Fig. 1: supply network
The bar under the picture is 20 microns long. Pins as bars on the die edge.
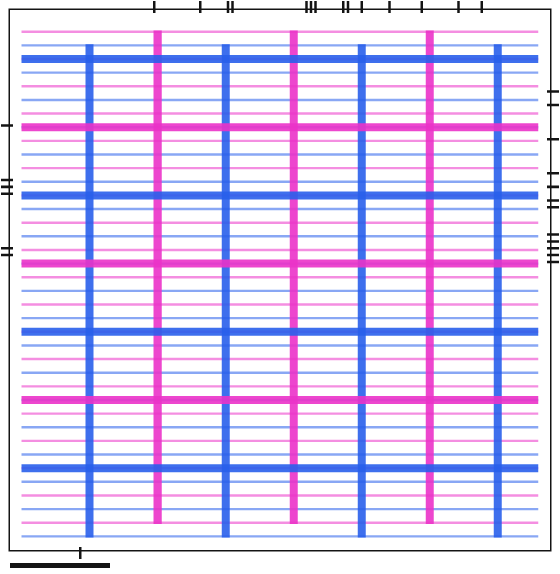
Fig. 2: placement by cell class
The bar under the picture is 20 microns long.
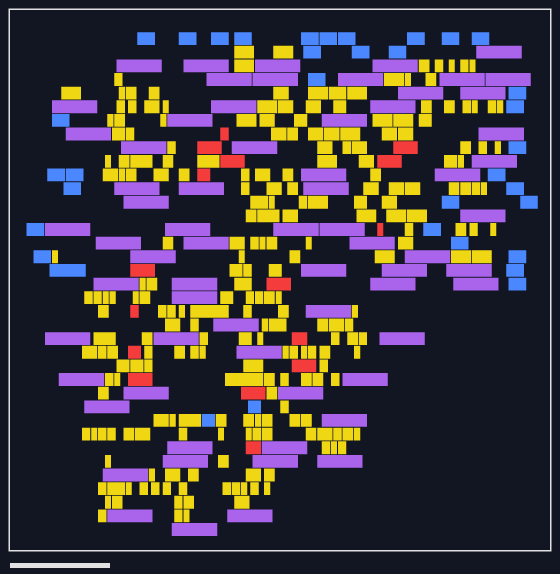
Fig. 3: routed clock nets over the placement
The bar under the picture is 20 microns long.
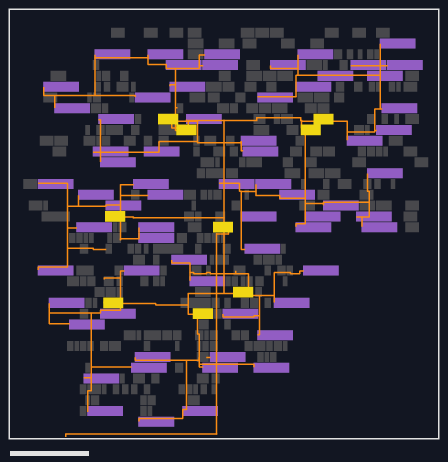
Fig. 4: wiring by layer
Two of the layers only.
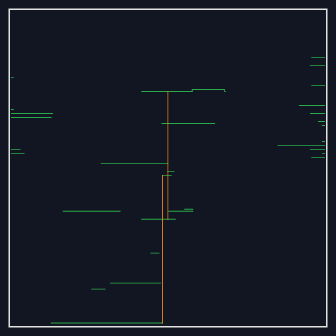
==> config.mk <==
export PLATFORM = sky130hd
export DESIGN_NAME = uart_frame_ctrl
export DESIGN_NICKNAME = d
export VERILOG_FILES = /design/src/rtl/uart_frame_pkg.sv /design/src/rtl/sync_edge_det.sv /design/src/rtl/uart_frame_ctrl.sv
export SDC_FILE = /design/constraint.sdc
export NUM_CORES = 1
export LEC_CHECK = 0
export CELL_PAD_IN_SITES_DETAIL_PLACEMENT = 0
export CELL_PAD_IN_SITES_GLOBAL_PLACEMENT = 2
export CORE_MARGIN = 2
export CORE_UTILIZATION = 31
export DETAILED_ROUTE_END_ITERATION = 7
export PLACE_DENSITY = 0.79
export SLEW_MARGIN = 0
export SYNTH_ARGS = -nofsm -noshare
export SYNTH_HDL_FRONTEND = slang
export SYNTH_SLANG_ARGS = --single-unit
==> constraint.sdc <==
create_clock -name clk -period 3.43 [get_ports clk]
set_input_delay 0.686 -clock clk [delete_from_list [all_inputs] [get_ports clk]]
set_output_delay 0.686 -clock clk [all_outputs]
set_load 0.005 [all_outputs]
==> impl_results.html <==
<h3>Run summary</h3>
<table>
<tr><th>Metric</th><th>Value</th></tr>
<tr><th colspan="2">Min path</th></tr>
<tr><td>Worst Hold Class</td><td>reg -&gt; reg</td></tr>
<tr><td>Hold Path Depth</td><td>0</td></tr>
<tr><th colspan="2">Clocking</th></tr>
<tr><td>H-Tree Depth</td><td>3</td></tr>
<tr><td>Number of hold buffers added after CTS</td><td>0</td></tr>
<tr><td>CTS Buffer Depth</td><td>2</td></tr>
<tr><td>Num CTS Buffers</td><td>9</td></tr>
<tr><td>Number of post-CTS setup repair buffers</td><td>0</td></tr>
<tr><td>Clk pin slew, worst setup/hold paths</td><td>70 ps</td></tr>
<tr><td>Sinks on the clock net</td><td>67</td></tr>
<tr><td>Root cell of the clock tree</td><td>clkbuf_8</td></tr>
<tr><td>Clock tree from TritonCTS</td><td>built</td></tr>
<tr><td>CTS resizes</td><td>0</td></tr>
<tr><th colspan="2">Yosys</th></tr>
<tr><td>Synth top area share</td><td>50.3%</td></tr>
<tr><td>Yosys Chip Area</td><td>3330 sq um</td></tr>
<tr><td>Number of cells in Yosys stat</td><td>319</td></tr>
<tr><td>Top FF cell, synth</td><td>dfrtp_1</td></tr>
<tr><td>Ys flops</td><td>67</td></tr>
<tr><td>Post-Synthesis Mean Instance Area</td><td>10.4 sq um</td></tr>
<tr><td>Largest area contributor in the synthesized netlist</td><td>dfrtp_1</td></tr>
<tr><td>Proportion of synthesized flip-flops having asynchronous set or reset</td><td>100%</td></tr>
<tr><td>Floorplan net count</td><td>333</td></tr>
<tr><td>Most common library cells after synthesis</td><td>dfrtp_1 (67), nand2_1 (33), nand3_1 (21), o21ai_0 (21), mux2_2 (20)</td></tr>
<tr><td>Tally of yosys warning messages</td><td>0</td></tr>
<tr><td>Ranking of synthesized cells by area</td><td>dfrtp_1 (50%), mux2_2 (6.8%), nand2_1 (3.7%)</td></tr>
<tr><td>Post-synth cell types</td><td>49</td></tr>
<tr><td>Post-synth tally of flip-flops with integrated enable</td><td>0</td></tr>
<tr><td>Post-Syn Instances</td><td>319</td></tr>
<tr><td>Most common cell in the netlist</td><td>dfrtp_1</td></tr>
<tr><td>Sequential element share of the synthesized area</td><td>50.3%</td></tr>
<tr><td>Post-synthesis instance area</td><td>3330 sq um</td></tr>
<tr><th colspan="2">Job</th></tr>
<tr><td>Number of logged tool warnings</td><td>26</td></tr>
<tr><td>Max-cap violations</td><td>0</td></tr>
<tr><th colspan="2">Detailed routing</th></tr>
<tr><td>DRC violation total after the first TritonRoute iteration</td><td>205</td></tr>
<tr><td>Average vias per placed instance</td><td>5.03</td></tr>
<tr><td>DRT antenna net count</td><td>0</td></tr>
<tr><td>First-pass iteration count of the detailed router</td><td>4</td></tr>
<tr><td>DRC violation count after routing</td><td>0</td></tr>
<tr><th colspan="2">Worst setup path</th></tr>
<tr><td>Depth of the most critical reg-to-reg path</td><td>12</td></tr>
<tr><td>R2R setup slack</td><td>410 ps</td></tr>
<tr><td>Startpoint class of the critical path</td><td>register</td></tr>
<tr><td>Cell count along the critical path</td><td>12</td></tr>
<tr><td>Most frequent CP cell</td><td>ha_1</td></tr>
<tr><td>Worst path required time</td><td>3680 ps</td></tr>
<tr><td>Total buffers and inverters traversed by the critical path</td><td>0</td></tr>
<tr><td>Worst setup EP type</td><td>register</td></tr>
<tr><td>Arr. time, crit path</td><td>3280 ps</td></tr>
<tr><td>Cell chain of the critical path</td><td>ha_1 &gt; nand3_1 &gt; or3_4 &gt; nor3_1 &gt; o21ai_0 &gt; a21oi_1 &gt; ha_1 &gt; ha_1 &gt; and3_1 &gt; and3_1 &gt; nand3_1 &gt; o21ai_0</td></tr>
<tr><td>Largest delay contributor family on the critical path</td><td>simple AND/OR/NAND/NOR gates</td></tr>
<tr><td>Critical path peak fanout</td><td>6</td></tr>
<tr><td>Path type of the worst setup path</td><td>reg -&gt; reg</td></tr>
<tr><td>Critical Path Max Stage Delay</td><td>480 ps</td></tr>
<tr><td>Critical Path Slowest Stage Cell</td><td>or3_4</td></tr>
<tr><th colspan="2">GRT</th></tr>
<tr><td>Total overflow reported by the global router</td><td>0</td></tr>
<tr><td>Via count of the first global-routing pass</td><td>2,374</td></tr>
<tr><td>Pin count of the biggest net entering global routing</td><td>68</td></tr>
<tr><td>Wire length of the first global-routing pass</td><td>12.1 mm</td></tr>
<tr><td>Number of antenna violations at the first check in global routing</td><td>0</td></tr>
<tr><th colspan="2">Finish</th></tr>
<tr><td>Fraction of layout cells with a size suffix above 1</td><td>12.8%</td></tr>
<tr><td>Area growth from synthesis to layout</td><td>18.8%</td></tr>
<tr><td>Number of nets in the finished design</td><td>367</td></tr>
<tr><td>Antenna diode count</td><td>0</td></tr>
<tr><td>Flip-flop count of the largest register, all copies and words added</td><td>24</td></tr>
<tr><th colspan="2">Place</th></tr>
<tr><td>Placement Setup Slack</td><td>139 ps</td></tr>
<tr><td>Port Buf Inserts</td><td>32</td></tr>
<tr><td>Final HPWL DP</td><td>4.76 mm</td></tr>
<tr><td>Routability congestion estimate</td><td>0.753</td></tr>
<tr><th colspan="2">Pwr</th></tr>
<tr><td>Lkg Pwr</td><td>1.66 nW</td></tr>
<tr><td>Largest vdd supply drop</td><td>0.203 mV</td></tr>
<tr><td>Pwr dens</td><td>567 nW/um^2</td></tr>
<tr><th colspan="2">STA</th></tr>
<tr><td>Final TNS setup</td><td>0 ps</td></tr>
<tr><td>Unrepaired setup endpoints after global routing</td><td>false</td></tr>
<tr><td>Fin. max-slew vios</td><td>0</td></tr>
<tr><td>Slew margin rel.</td><td>37.6%</td></tr>
<tr><td>Endpoints failing setup</td><td>0</td></tr>
<tr><td>Crit path setup slack, layout</td><td>405 ps</td></tr>
<tr><td>Actual slew at the worst max-slew pin</td><td>936 ps</td></tr>
<tr><td>Final Hold Viols</td><td>0</td></tr>
<tr><td>Part of the cycle the worst path needs</td><td>88.2%</td></tr>
<tr><td>Fmax achieved</td><td>331 MHz</td></tr>
<tr><td>Time the worst path needs with I/O delays and setup</td><td>3020 ps</td></tr>
<tr><th colspan="2">Floorplanning</th></tr>
<tr><td>Number of placed I/O pins</td><td>33</td></tr>
<tr><td>Initial core utilization</td><td>32.1%</td></tr>
<tr><td>Overall chip area</td><td>11,600 sq um</td></tr>
<tr><th colspan="2">Status</th></tr>
<tr><td>Result of the run</td><td>completed</td></tr>
</table>
Back to the opening pictures, Fig. 1:
| color | net |
|---|---|
| magenta | VDD |
| blue | VSS |
rows: 37
met5 straps: 7
met1 rails: 38
signal pins: 33
Floorplan Core Area: 10,400 sq um
height of the die: 108 microns
overall die width: 108 microns

Back to the opening pictures, Fig. 2:
| color | class | cells |
|---|---|---|
| purple | sequential cells | 67 |
| blue | remaining buffers and delay cells | 35 |
| red | clock drivers and dummy loads | 16 |
| yellow | combinational and other logic | 240 |
post-route cell area: 3960 sq um
number of core rows: 37
sequential share of cell area: 42.3%
Post-Route Utilization: 38.2%

Back to the opening pictures, Fig. 3:
[yellow] clock drivers | count: 9
[purple] flip-flops | count: 67
[orange] clock wires | length: 957 microns
flops lie: widely spread
routed clock nets: 10
clk latency late pin: 340 ps
Post-Route Skew: 8.16 ps
clock network fraction of total power: 25.8%

Back to the opening pictures, Fig. 4:
| color | layer | wire length |
|---|---|---|
| orange | metal 4 | 93.8 microns |
| green | metal 3 | 272 microns |
overall track demand over capacity in global routing: 13.2%
vias: 2,485
routed wire length: 7.07 mm
WL per Instance: 14.3 microns

metrics by stage:
step                      instances  power [mW]  cell area [sq um]  hold slack (ps)
after floorplan                 319        1.54               3330              331
after global placement          478        1.68               3790              335
after detailed placement        478        1.69               3790              340
after CTS                       494        2.28               3960              358
after global routing            494        2.40               3960              371
final                           494        2.24               3960              355
cells by family (layout without fill, tap and decap cells):
kind of cell,after synthesis,count (layout),synth area share (%)
fa+ha+maj,3,3,1.13
flops,67,67,50.3
mux,21,21,7.06
buf+inv,18,57,2.74
compound gates,59,59,11.0
simple gates,130,130,22.2
xor+xnor,21,21,5.52
layout by cell type (no fill, tap or decap), drive strengths merged, types with 2 or more instances in the layout:
cell,netlist,final
o21ai,22,22
clkdlybuf4s50,0,32
o21bai,3,3
dfrtp,67,67
nand2,33,33
ha,3,3
inv,6,6
clkbuf,9,10
a31oi,9,9
nor2,9,9
nor2b,3,3
a21oi,11,11
xnor2,11,11
nor3b,2,2
clkinvlp,0,2
o21a,2,2
o221ai,2,2
nor4,5,5
a32o,2,2
and3,8,8
mux2,20,20
and4,2,2
nand3b,2,2
nand3,21,21
and2,2,2
or4,2,2
nor3,8,8
nand4b,3,3
or3,9,9
xor2,10,10
clkinv,0,4
buf,3,3
nand2b,11,11
nand4,8,8
report_power, final:
part	internal [mW]	switching, mW
Clock	0.262	0.317
Combinational	0.310	0.281
Sequential	0.910	0.164
layout make-up:
type / count / area, sq um
Fill cell: 1061 / 6410
Sequential cell: 67 / 1680
Multi-Input combinational cell: 234 / 1570
Timing Repair Buffer: 35 / 355
Tap cell: 136 / 170
Clock buffer: 10 / 128
Clock inverter: 6 / 42.5
Inverter: 6 / 22.5
routing by layer:
| layer | vias up | wire length, microns | GRT usage (%) | share of wire, % |
|---|---|---|---|---|
| li1 | 1235 | - | - | - |
| met3 | 6 | 272 | 3.93 | 3.8 |
| met2 | 42 | 3070 | 19.5 | 43 |
| met5 | - | 0 | 0 | 0 |
| met4 | 0 | 93 | 3.85 | 1.3 |
| met1 | 1202 | 3630 | 18.5 | 51 |
worst register-to-register path: stages (launching register included):
cell     delay, ps
dfrtp_1        400
ha_1           220
nand3_1        230
or3_4          490
nor3_1         210
o21ai_0        110
a21oi_1        160
ha_1           220
ha_1           210
and3_1         210
and3_1         200
nand3_1        180
o21ai_0        130
Power is estimated from default activity; no workload was simulated.
